### config.mk
export PLATFORM = sky130hd
export DESIGN_NAME = unified_mem_arbiter
export DESIGN_NICKNAME = d
export VERILOG_FILES = /design/src/rtl/unified_mem_arbiter.sv
export SDC_FILE = /design/constraint.sdc
export NUM_CORES = 1
export LEC_CHECK = 0
export CAP_MARGIN = 20
export CORE_ASPECT_RATIO = 1.4
export CORE_UTILIZATION = 40
export CTS_CLUSTER_SIZE = 14
export DETAILED_ROUTE_END_ITERATION = 7
export PLACE_DENSITY = 0.73
export SYNTH_ARGS = -nofsm -noshare
export SYNTH_HDL_FRONTEND = slang
export SYNTH_SLANG_ARGS = --single-unit
### constraint.sdc
create_clock -name clk_i -period 2.2 [get_ports clk_i]
set_input_delay 0.33 -clock clk_i [delete_from_list [all_inputs] [get_ports clk_i]]
set_output_delay 0.33 -clock clk_i [all_outputs]
set_load 0.05 [all_outputs]
### src/rtl/unified_mem_arbiter.sv
// unified_mem_arbiter
// Shares one single-ported, fixed-latency memory between instruction fetch (IF)
// and load/store (DM). Data accesses are served before fetches. stall_o freezes
// the pipeline until every request of the current step has been served.
// Ports:
//   clk_i, rst_i (async, active-low), start_i (CPU run enable)
//   if_req_i/if_addr_i        -> if_rdata_o/if_ready_o    fetch side
//   dm_rd_i/dm_wr_i/dm_addr_i/dm_wdata_i -> dm_rdata_o/dm_ready_o  data side
//   mem_en_o/mem_we_o/mem_addr_o/mem_wdata_o, mem_rdata_i  memory macro side
//   stall_o (combinational), stall_cnt_o, conflict_cnt_o  (saturating stats)
module unified_mem_arbiter #(
  parameter int unsigned ADDR_W  = 32,
  parameter int unsigned DATA_W  = 32,
  parameter int unsigned MEM_LAT = 2,
  parameter int unsigned CNT_W   = 16
) (
  input  logic              clk_i,
  input  logic              rst_i,
  input  logic              start_i,
  input  logic              if_req_i,
  input  logic [ADDR_W-1:0] if_addr_i,
  output logic [DATA_W-1:0] if_rdata_o,
  output logic              if_ready_o,
  input  logic              dm_rd_i,
  input  logic              dm_wr_i,
  input  logic [ADDR_W-1:0] dm_addr_i,
  input  logic [DATA_W-1:0] dm_wdata_i,
  output logic [DATA_W-1:0] dm_rdata_o,
  output logic              dm_ready_o,
  output logic              mem_en_o,
  output logic              mem_we_o,
  output logic [ADDR_W-1:0] mem_addr_o,
  output logic [DATA_W-1:0] mem_wdata_o,
  input  logic [DATA_W-1:0] mem_rdata_i,
  output logic              stall_o,
  output logic [CNT_W-1:0]  stall_cnt_o,
  output logic [CNT_W-1:0]  conflict_cnt_o
);

  localparam int unsigned LAT_W = 4;
  localparam logic [LAT_W-1:0] LAT_LAST = LAT_W'(MEM_LAT);
  localparam logic [CNT_W-1:0] CNT_MAX  = {CNT_W{1'b1}};

  typedef enum logic [1:0] {IDLE, ISSUE, WAIT} state_t;

  state_t             state_q, state_d;
  logic [LAT_W-1:0]   lat_q, lat_d;
  logic               grant_dm_q, grant_dm_d;
  logic               grant_wr_q, grant_wr_d;
  logic               mem_en_d, mem_we_d;
  logic [ADDR_W-1:0]  mem_addr_d;
  logic [DATA_W-1:0]  mem_wdata_d, if_rdata_d, dm_rdata_d;
  logic               if_done_d, dm_done_d;
  logic [CNT_W-1:0]   stall_cnt_d, conflict_cnt_d;

  logic if_pend, dm_pend, first_issue, capture, other_pend, reissue, load;
  logic next_dm, next_we;

  // Request bookkeeping shared by next-state and output logic
  assign if_pend     = if_req_i & ~if_ready_o;
  assign dm_pend     = (dm_rd_i | dm_wr_i) & ~dm_ready_o;
  assign stall_o     = rst_i & start_i & (if_pend | dm_pend);
  assign first_issue = (state_q == IDLE) & start_i & (if_pend | dm_pend);
  // Capture happens MEM_LAT cycles after the ISSUE cycle
  assign capture     = (state_q == WAIT) & (lat_q == LAT_LAST);
  assign other_pend  = grant_dm_q ? if_pend : dm_pend;
  // Back-to-back issue of the second requester, no IDLE bubble
  assign reissue     = capture & start_i & other_pend;
  assign load        = first_issue | reissue;
  assign next_dm     = first_issue ? dm_pend : ~grant_dm_q;
  assign next_we     = next_dm & dm_wr_i;

  // State register
  always_ff @(posedge clk_i or negedge rst_i) begin
    if (!rst_i) state_q <= IDLE;
    else        state_q <= state_d;
  end

  // Next-state logic
  always_comb begin
    state_d = state_q;
    case (state_q)
      IDLE:    if (first_issue) state_d = ISSUE;
      ISSUE:   state_d = WAIT;
      WAIT:    if (capture) state_d = reissue ? ISSUE : IDLE;
      default: state_d = IDLE;
    endcase
  end

  // Output / datapath next values
  always_comb begin
    lat_d          = lat_q;
    grant_dm_d     = grant_dm_q;
    grant_wr_d     = grant_wr_q;
    mem_en_d       = 1'b0;
    mem_we_d       = 1'b0;
    mem_addr_d     = mem_addr_o;
    mem_wdata_d    = mem_wdata_o;
    if_rdata_d     = if_rdata_o;
    dm_rdata_d     = dm_rdata_o;
    if_done_d      = if_ready_o;
    dm_done_d      = dm_ready_o;
    stall_cnt_d    = stall_cnt_o;
    conflict_cnt_d = conflict_cnt_o;

    if (load) begin
      mem_en_d    = 1'b1;
      mem_we_d    = next_we;
      mem_addr_d  = next_dm ? dm_addr_i : if_addr_i;
      mem_wdata_d = next_we ? dm_wdata_i : '0;
      grant_dm_d  = next_dm;
      grant_wr_d  = next_we;
    end

    if (state_q == ISSUE)               lat_d = LAT_W'(1);
    else if (state_q == WAIT && !capture) lat_d = lat_q + LAT_W'(1);

    // A result arriving after start_i dropped is discarded
    if (capture && start_i) begin
      if (grant_dm_q) begin
        dm_done_d = 1'b1;
        if (!grant_wr_q) dm_rdata_d = mem_rdata_i;
      end else begin
        if_done_d  = 1'b1;
        if_rdata_d = mem_rdata_i;
      end
    end

    // Step end (or CPU halted): next step starts with nothing served
    if (!start_i || !stall_o) begin
      if_done_d = 1'b0;
      dm_done_d = 1'b0;
    end

    if (stall_o && stall_cnt_o != CNT_MAX) stall_cnt_d = stall_cnt_o + CNT_W'(1);
    if (first_issue && if_pend && dm_pend && conflict_cnt_o != CNT_MAX)
      conflict_cnt_d = conflict_cnt_o + CNT_W'(1);
  end

  // Registered outputs and datapath
  always_ff @(posedge clk_i or negedge rst_i) begin
    if (!rst_i) begin
      lat_q          <= '0;
      grant_dm_q     <= 1'b0;
      grant_wr_q     <= 1'b0;
      mem_en_o       <= 1'b0;
      mem_we_o       <= 1'b0;
      mem_addr_o     <= '0;
      mem_wdata_o    <= '0;
      if_rdata_o     <= '0;
      dm_rdata_o     <= '0;
      if_ready_o     <= 1'b0;
      dm_ready_o     <= 1'b0;
      stall_cnt_o    <= '0;
      conflict_cnt_o <= '0;
    end else begin
      lat_q          <= lat_d;
      grant_dm_q     <= grant_dm_d;
      grant_wr_q     <= grant_wr_d;
      mem_en_o       <= mem_en_d;
      mem_we_o       <= mem_we_d;
      mem_addr_o     <= mem_addr_d;
      mem_wdata_o    <= mem_wdata_d;
      if_rdata_o     <= if_rdata_d;
      dm_rdata_o     <= dm_rdata_d;
      if_ready_o     <= if_done_d;
      dm_ready_o     <= dm_done_d;
      stall_cnt_o    <= stall_cnt_d;
      conflict_cnt_o <= conflict_cnt_d;
    end
  end

endmodule

Fig. 1: nets reached from selected ports
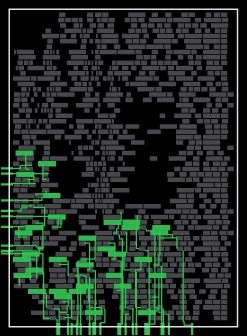
| colour | port | bits | direction | end cells | buffers | wire |
|---|---|---|---|---|---|---|
| green | dm_rdata_o | 32 | output | 32 | 32 | 1200 um |

Fig. 2: cell outlines without signal wires
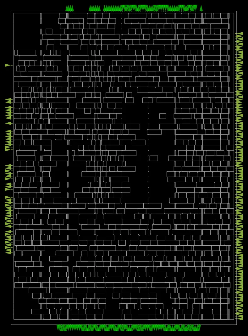
Fill cells: 1433
Std-Cell Core Area: 17900 sq um
Non-Filler Instances: 1096

==> results.cfg <==
; physical design summary
[logic_synthesis]
synth_cell_types = 45
syn-instance-count = 520
yosys.stat.seqShare_pct = 59.2
avgSynthCellArea_sq_um = 14.0
fa_ha_area_share_pct = 0.688
synthArstFlopShare_pct = 100
yosysWarningCount = 0
top_area_cell = dfrtp_1
yosys.stat.chipArea_sq_um = 7270
synth-edff-count = 0
numSynthFlops = 172
common_cells = dfrtp_1 (172), mux2_2 (126), a22o_1 (33)
ff_type = dfrtp_1
xor_share_pct = 3.13
top_cell_area_share_pct = 59.2
yosys_cells = 520
ys_sh_mux_pct = 20.4
synthesis.nets = 658
synth_area_sq_um = 7270
synth_top_cell_by_count = dfrtp_1
synth.area.top_cells = dfrtp_1 (59%), mux2_2 (20%), a22o_1 (4.0%)
ys_sh_simple_pct = 7.43

[grt]
grtUsageMet3_pct = 5.97
grt_max_degree = 173
antenna_found_initial = 0
grt_pass1_vias = 5982
busiest_layer = met2
grt_pass1_wl_um = 30600
use_met1_pct = 22.7
grt_overflow = 0

[clocking]
cts_made_buffers = 17
clock_latency_ns = 0.42
cts.reportedPaths.clkPinSlew_ns = 0.07
cts_sinks = 172
clock_path_buffers = 2
cts_setup_buffers = 0
ctsHtreeMaxLevel = 4
cts-root-buf = clkbuf_16
cts_tree = built
postCtsHoldBufs = 0

[pwr]
ir_drop_mv = 0.798
power.internal_mw = 8.97
p_sw_mw = 6.61
swShare_pct = 42.4
power_clock_mw = 3.14
top_power_group = combinational logic
power_density_nw_per_um2 = 1370
pwr-share-seq_pct = 30.8
power_mw = 15.6
pwr-share-comb_pct = 49.0
clkPwrFrac_pct = 20.1
sequentialPower_mw = 4.81

[critical_path]
crit_fanout = 7
r2r-end = dm_rdata_o[4]
slowest_stage = clkdlybuf4s50_1
crit_buf_inv = 1
end_kind = output port
worstPathArrival_ns = 1.76
rr_worst_depth = 6
critPathRequiredTime_ns = 1.87
ff2ff_setup_slack_ns = 0.16
worstSetupPathDepth = 1
crit_path_cell_trace = clkdlybuf4s50_1
critPathKind = reg -> out
worst_path_largest_cell_delay_ns = 0.86
cp_top_family = buffers and inverters
timing.rr.start = lat_q[1]
crit_path_end = stall_cnt_o[2]
startpoint = stall_cnt_o[2]

[timing]
finClkSkew_ns = 0.0133
finalCritPeriodShare_pct = 95.0
fmax_ghz = 0.479
relSlewSlack_pct = 37.8
rsz0062_at_grt = false
period_minus_slack_ns = 2.09
holdWs_ns = 0.0685
worst_pin_slew_ns = 0.933
setup-violations-final = 0
finalHoldViolations = 0

[placement]
place.gp.congestion = 0.832
hpwl_um = 14800
port_buffers = 298
dp_cells = 1065

[cells_and_area]
area_growth_pct = 56.2
lay_top_count = clkdlybuf4s50_1
drive_gt1_share_pct = 23.5
final_core_util_pct = 63.6
mostFrequentLayoutCells = clkdlybuf4s50_1 (296), dfrtp_1 (172), mux2_2 (126)
finalInstanceArea_sq_um = 11400

[route]
drtAntennaViolNets = 0
vias_per_cell = 5.06
drtIter0Drc = 250
num_vias = 5541
drt-pass1-iter-count = 5
drc = 0

[floorplan]
fp_util_pct = 40.7
io_pins = 299
die_h_um = 162
die_w_um = 116
rows = 58

[job]
tool_warnings = 29

[hold_path]
worstHoldPathType = in -> async

[outcome]
status = complete, no violations
stage by stage:
step | setup slack [ns] | setup TNS (ns)
finish | 0.111 | 0
global route | 0.0378 | 0
CTS | 0.0917 | 0
detailed placement | -0.144 | -8.82
global placement | -0.0642 | -3.26
floorplan | 0.0627 | 0
layout make-up:
type | count | area (sq um)
Inverter | 8 | 30.0
Multi-Input combinational cell | 317 | 2820
Sequential cell | 172 | 4300
Tap cell | 240 | 300
Clock inverter | 13 | 176
Clock buffer | 18 | 439
Timing Repair Buffer | 328 | 3290
Fill cell | 1433 | 6490
timing repair:
action                                 CTS  global route
setup endpoints to repair                0            17
endpoints found under the hold margin    0             0
resized                                  0             1
layer usage:
layer	up-vias	share of wire (%)
met5	-	0
met4	0	2.9
met3	36	7.1
met2	227	54
met1	2760	36
li1	2518	-
Power is estimated from default activity; no workload was simulated.
